$ cat config.mk
export PLATFORM = sky130hd
export DESIGN_NAME = multicycle_sequencer
export DESIGN_NICKNAME = d
export VERILOG_FILES = /design/src/rtl/miscv_pkg.sv /design/src/rtl/mem_wait_timer.sv /design/src/rtl/multicycle_sequencer.sv
export SDC_FILE = /design/constraint.sdc
export NUM_CORES = 1
export LEC_CHECK = 0
export CAP_MARGIN = 10
export CORE_UTILIZATION = 38
export CTS_BUF_LIST = sky130_fd_sc_hd__clkbuf_4 sky130_fd_sc_hd__clkbuf_8
export DETAILED_ROUTE_END_ITERATION = 16
export GPL_ROUTABILITY_DRIVEN = 1
export PLACE_DENSITY = 0.78
export SLEW_MARGIN = 10
export SYNTH_ARGS = -nofsm -noshare
export SYNTH_HDL_FRONTEND = slang
export SYNTH_SLANG_ARGS = --single-unit
$ cat constraint.sdc
create_clock -name CLK -period 1.45 [get_ports CLK]
set_input_delay 0.29 -clock CLK [delete_from_list [all_inputs] [get_ports CLK]]
set_output_delay 0.29 -clock CLK [all_outputs]
set_load 0.01 [all_outputs]
$ cat src/rtl/miscv_pkg.sv
// Shared encodings for the 3-bit-opcode multicycle core: FSM states,
// PC source selects, opcodes and the latched decoder control bundle.
package miscv_pkg;

   typedef enum logic [2:0] {
      ST_IDLE   = 3'd0,
      ST_FETCH  = 3'd1,
      ST_DECODE = 3'd2,
      ST_EXEC   = 3'd3,
      ST_MEM    = 3'd4,
      ST_WB     = 3'd5,
      ST_HALT   = 3'd6,
      ST_FAULT  = 3'd7
   } state_e;

   localparam logic [1:0] PC_SRC_SEQ    = 2'd0;
   localparam logic [1:0] PC_SRC_TARGET = 2'd1;
   localparam logic [1:0] PC_SRC_REG    = 2'd2;

   localparam logic [2:0] OPC_ALU  = 3'd0;
   localparam logic [2:0] OPC_ADDI = 3'd1;
   localparam logic [2:0] OPC_LW   = 3'd2;
   localparam logic [2:0] OPC_SW   = 3'd3;
   localparam logic [2:0] OPC_BEQ  = 3'd4;
   localparam logic [2:0] OPC_JAL  = 3'd5;
   localparam logic [2:0] OPC_JR   = 3'd6;
   localparam logic [2:0] OPC_NOP  = 3'd7;

   typedef struct packed {
      logic regwrite;
      logic memread;
      logic memwrite;
      logic branch;
      logic jumpout;
   } ctl_t;

endpackage

$ cat src/rtl/mem_wait_timer.sv
// Wait-state counter for memory handshakes; expired is raised on the last
// allowed wait cycle so the sequencer can leave for FAULT on the next edge.
module mem_wait_timer #(
   parameter int TIMEOUT_CYCLES = 16,
   parameter int TMR_W          = 5
) (
   input  logic CLK,
   input  logic reset,
   input  logic clear,
   input  logic enable,
   output logic expired
);

   logic [TMR_W-1:0] count_q;
   logic [TMR_W-1:0] count_d;

   assign expired = (count_q == TMR_W'(TIMEOUT_CYCLES - 1));

   always_comb begin
      count_d = count_q;
      if (clear) begin
         count_d = '0;
      end else if (enable && !expired) begin
         count_d = count_q + TMR_W'(1);
      end
   end

   always_ff @(posedge CLK or negedge reset) begin
      if (!reset) begin
         count_q <= '0;
      end else begin
         count_q <= count_d;
      end
   end

endmodule

$ cat src/rtl/multicycle_sequencer.sv
// Multicycle control FSM: fetch/decode/execute/memory/writeback with
// single-cycle datapath strobes. Optional memory timeout under MEM_TIMEOUT_EN.
module multicycle_sequencer
   import miscv_pkg::*;
#(
   parameter int TIMEOUT_CYCLES = 16,
   parameter int TMR_W          = 5
) (
   input  logic       CLK,
   input  logic       reset,
   input  logic       ctl_regwrite,
   input  logic       ctl_memread,
   input  logic       ctl_memwrite,
   input  logic       ctl_branch,
   input  logic       ctl_jumpout,
   input  logic       branch_taken,
   input  logic       imem_ready,
   input  logic       dmem_ready,
   input  logic       halt_req,
   output logic       imem_req,
   output logic       ir_load,
   output logic       pc_write,
   output logic [1:0] pc_src,
   output logic       dmem_req,
   output logic       dmem_we,
   output logic       rf_we,
   output logic       busy,
   output logic [2:0] state,
   output logic       fault
);

   state_e     state_q, state_d;
   ctl_t       ctl_q, ctl_d;
   logic [1:0] pc_src_q, pc_src_d;
   state_e     boundary_st;
   logic       taken;
   logic       tmr_expired;

   assign taken       = ctl_q.jumpout | (ctl_q.branch & (ctl_q.regwrite | branch_taken));
   assign boundary_st = halt_req ? ST_HALT : ST_FETCH;

   always_comb begin
      state_d  = state_q;
      ctl_d    = ctl_q;
      pc_src_d = pc_src_q;
      imem_req = 1'b0;
      ir_load  = 1'b0;
      pc_write = 1'b0;
      dmem_req = 1'b0;
      dmem_we  = 1'b0;
      rf_we    = 1'b0;
      case (state_q)
         ST_IDLE: state_d = boundary_st;
         ST_FETCH: begin
            imem_req = 1'b1;
            if (imem_ready) begin
               ir_load = 1'b1;
               state_d = ST_DECODE;
            end else if (tmr_expired) begin
               state_d = ST_FAULT;
            end
         end
         ST_DECODE: begin
            ctl_d   = '{regwrite: ctl_regwrite, memread: ctl_memread, memwrite: ctl_memwrite,
                        branch: ctl_branch, jumpout: ctl_jumpout};
            state_d = ST_EXEC;
         end
         ST_EXEC: begin
            pc_src_d = ctl_q.jumpout ? PC_SRC_REG : (taken ? PC_SRC_TARGET : PC_SRC_SEQ);
            if (ctl_q.memread || ctl_q.memwrite) begin
               state_d = ST_MEM;
            end else if (ctl_q.regwrite) begin
               state_d = ST_WB;
            end else begin
               pc_write = 1'b1;
               state_d  = boundary_st;
            end
         end
         ST_MEM: begin
            dmem_req = 1'b1;
            dmem_we  = ctl_q.memwrite;
            if (dmem_ready) begin
               if (ctl_q.memread) begin
                  state_d = ST_WB;
               end else begin
                  pc_write = 1'b1;
                  state_d  = boundary_st;
               end
            end else if (tmr_expired) begin
               state_d = ST_FAULT;
            end
         end
         ST_WB: begin
            rf_we    = 1'b1;
            pc_write = 1'b1;
            state_d  = boundary_st;
         end
         ST_HALT: if (!halt_req) state_d = ST_FETCH;
         default: state_d = ST_FAULT;
      endcase
   end

   always_ff @(posedge CLK or negedge reset) begin
      if (!reset) begin
         state_q  <= ST_IDLE;
         ctl_q    <= '0;
         pc_src_q <= PC_SRC_SEQ;
      end else begin
         state_q  <= state_d;
         ctl_q    <= ctl_d;
         pc_src_q <= pc_src_d;
      end
   end

   // The new select is visible during EXEC so an EXEC-cycle pc_write uses it.
   assign pc_src = (state_q == ST_EXEC) ? pc_src_d : pc_src_q;
   assign busy   = (state_q == ST_FETCH) || (state_q == ST_DECODE) || (state_q == ST_EXEC) ||
                   (state_q == ST_MEM) || (state_q == ST_WB);
   assign state  = state_q;

`ifdef MEM_TIMEOUT_EN
   mem_wait_timer #(
      .TIMEOUT_CYCLES (TIMEOUT_CYCLES),
      .TMR_W          (TMR_W)
   ) u_mem_wait_timer (
      .CLK     (CLK),
      .reset   (reset),
      .clear   (state_d != state_q),
      .enable  ((state_q == ST_FETCH && !imem_ready) || (state_q == ST_MEM && !dmem_ready)),
      .expired (tmr_expired)
   );
   assign fault = (state_q == ST_FAULT);
`else
   logic unused_cfg;
   assign unused_cfg  = TIMEOUT_CYCLES[0] ^ TMR_W[0];
   assign tmr_expired = 1'b0;
   assign fault       = 1'b0;
`endif

endmodule

Figure 1. Logic cells by family.
Bar = 10 um.
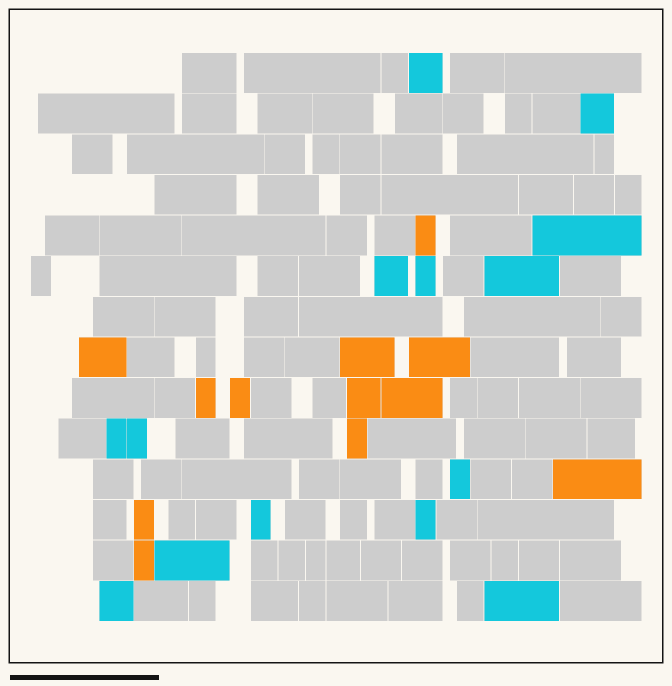
legend:
  NOR gates:
    colour: orange
    cells: 12
    most_used: nor2_1
  NAND gates:
    colour: cyan
    cells: 14
    most_used: nand2_1
    where: all over the die
final standard cell count with taps included and fillers excluded: 144
multi-input combinational area share: 0.357
dominant logic cell type in the layout: sky130_fd_sc_hd__buf_4

Figure 2. Wiring by layer.
Bar = 10 um.
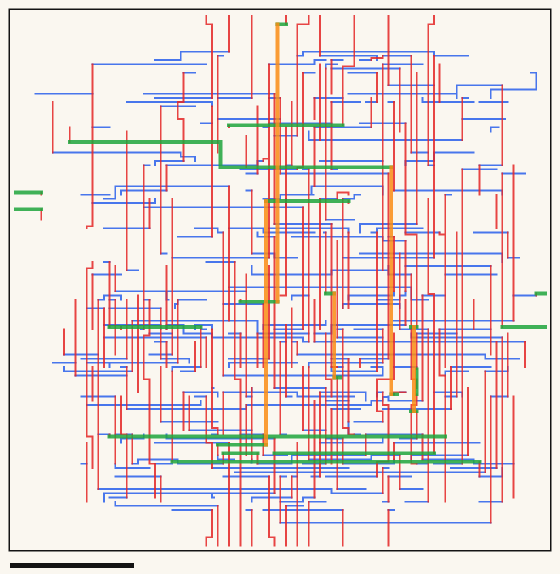
legend:
  met4:
    colour: orange
    wire_length: 74.1 um
  met3:
    colour: green
    wire_length: 138 um
  met1:
    colour: blue
    wire_length: 1030 um
  met2:
    colour: red
    wire_length: 1190 um
Total Routing Usage GR: 0.253
number of vias after detailed routing: 787

Figure 3. Clock network drawn from the DEF.
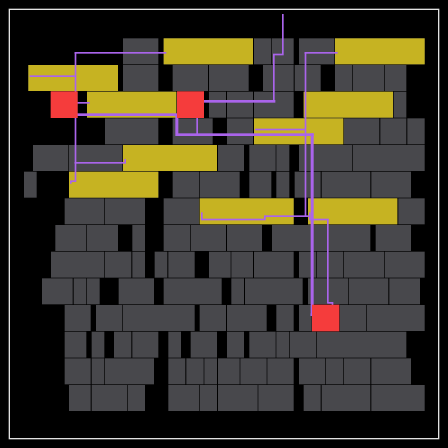
legend:
  flip-flops:
    colour: yellow
    count: 10
  cells driving clock nets:
    colour: red
    count: 3
  clock wires:
    colour: purple
    length: 155 um
routed clock nets: 4
Clock Power Share: 0.061
power dissipated in the clock network: 0.195 mW
Worst-Skew Late Latency: 280 ps

==> metrics.sh <==
YS.FLOPS=10
NETLIST_AREA_SQ_UM=659
POWER_SEQUENTIAL_mW=0.558
GRT_SETUP_UNREPAIRED='yes'
CRIT_PATH_MAX_FANOUT=4
GRT_START_MAX_NET_PINS=12
FINAL_NETS=141
CP_SLOWEST_STAGE_DELAY_PS=400
YS_SH_AOI=0.235
GRT_UTIL_MET3=0.0833
TOTALPOWERFINAL_mW=3.18
GLOBALROUTE.BUSIESTLAYER='met2'
CTS.ROOT.BUFFER_CELL='sky130_fd_sc_hd__clkbuf_4'
VDD.IR_DROP.WORST_V=0.00131
FP.DIEW_UM=43.7
SW_FRAC_OF_TOTAL=0.414
DP.CELLS=124
RUN_STATUS='finished with violations'
SWITCHING_POWER_mW=1.32
POWERCOMB_mW=2.43
SEQUENTIALPOWERSHARE=0.175
DRIVE_ABOVE_1_SHARE=0.602
PLACEMENTROWS=14
CPLARGESTDELAYFAMILY='flip-flops'
POSTROUTEWIRELENGTH_UM=2430
SYNTH_CELL_TYPE_COUNT=33
NWELLTAPS=16
INSERTEDDIODECOUNT=0
LEAKAGE_POWER_FIGURE_nW=0.610
FINALCLOCKPERIODUSAGE=1.17
SYNTHSIMPLEGATEAREAFRAC=0.224
INITIAL_CORE_UTIL=0.423
POST_DRT_VIA_CELL_RATIO=5.47
FLOP_AREA_SQ_UM=253
WORSTSETUPPATHTYPE='reg2out'
R2R_START='state[1]$_DFFE_PN0P_'
FINALINSTANCEAREA_SQ_UM=1290
MET3_WIRELENGTH_FROM_DETAILED_ROUTING_UM=138
NMULTIINPUTCOMBCELLS=53
WORSTPATHCELLLIST='buf_4 > nand2b_4 > o41ai_2 > nand2_1 > o21ai_1 > buf_2'
MET2_LENGTH_UM=1190
WORST_SETUP_PATH_END_KIND='output pin'
ANT_NETS=0
YOSYS.CELL_COUNT.TOP_TYPE='sky130_fd_sc_hd__dfrtp_1'
TOP_AREA_CELL='sky130_fd_sc_hd__dfrtp_1'
N_SEQUENTIAL_CELL=10
VIOLATIONS='setup timing'
POST_SYNTH_MAIN_LOGIC_FAMILY='AND-OR/OR-AND gates'
WORST-ENDPOINT-ARRIVAL_PS=1410
TIMING.FINAL.WS_SETUP_PS=-253
GP_CONGESTION=0.782
WORSTSETUPENDPOINT='pc_write'
CLOCK_CELL_AREA_SHARE=0.0175
CRITICAL_PATH_BUF_INV_COUNT=2
LAYOUT.CLOCK_BUFFERS=3
LAYOUT-AREA-OVERHEAD-VS-SYNTH_PCT=95.4
PRECTSSETUPSLACK_PS=-458
TIMING.HOLD.WS_PS=331
FA_HA_AREA_FRAC=0.0171
YOSYS-TOP-CELLS-COUNT='10 x sky130_fd_sc_hd__dfrtp_1, 8 x sky130_fd_sc_hd__nand2_1, 6 x sky130_fd_sc_hd__nor2_1'
DIE_HEIGHT_UM=43.7
MUX_SHARE=0.0683
ACHIEVABLE_FREQUENCY_GHz=0.587
FRACTION_OF_SYNTHESIS_FLOPS_USING_AN_ASYNCHRONOUS_SET_OR_RESET_PIN=1.00
REPORT.FINAL.SETUP_VIOL=14
POSTPLACECELLAREA_SQ_UM=1010
DR.MAX_LAYER_USED='met4'
FIRSTDRTPASSITERS=4
Power figures rest on the tool's default switching activity, not on a simulated workload.
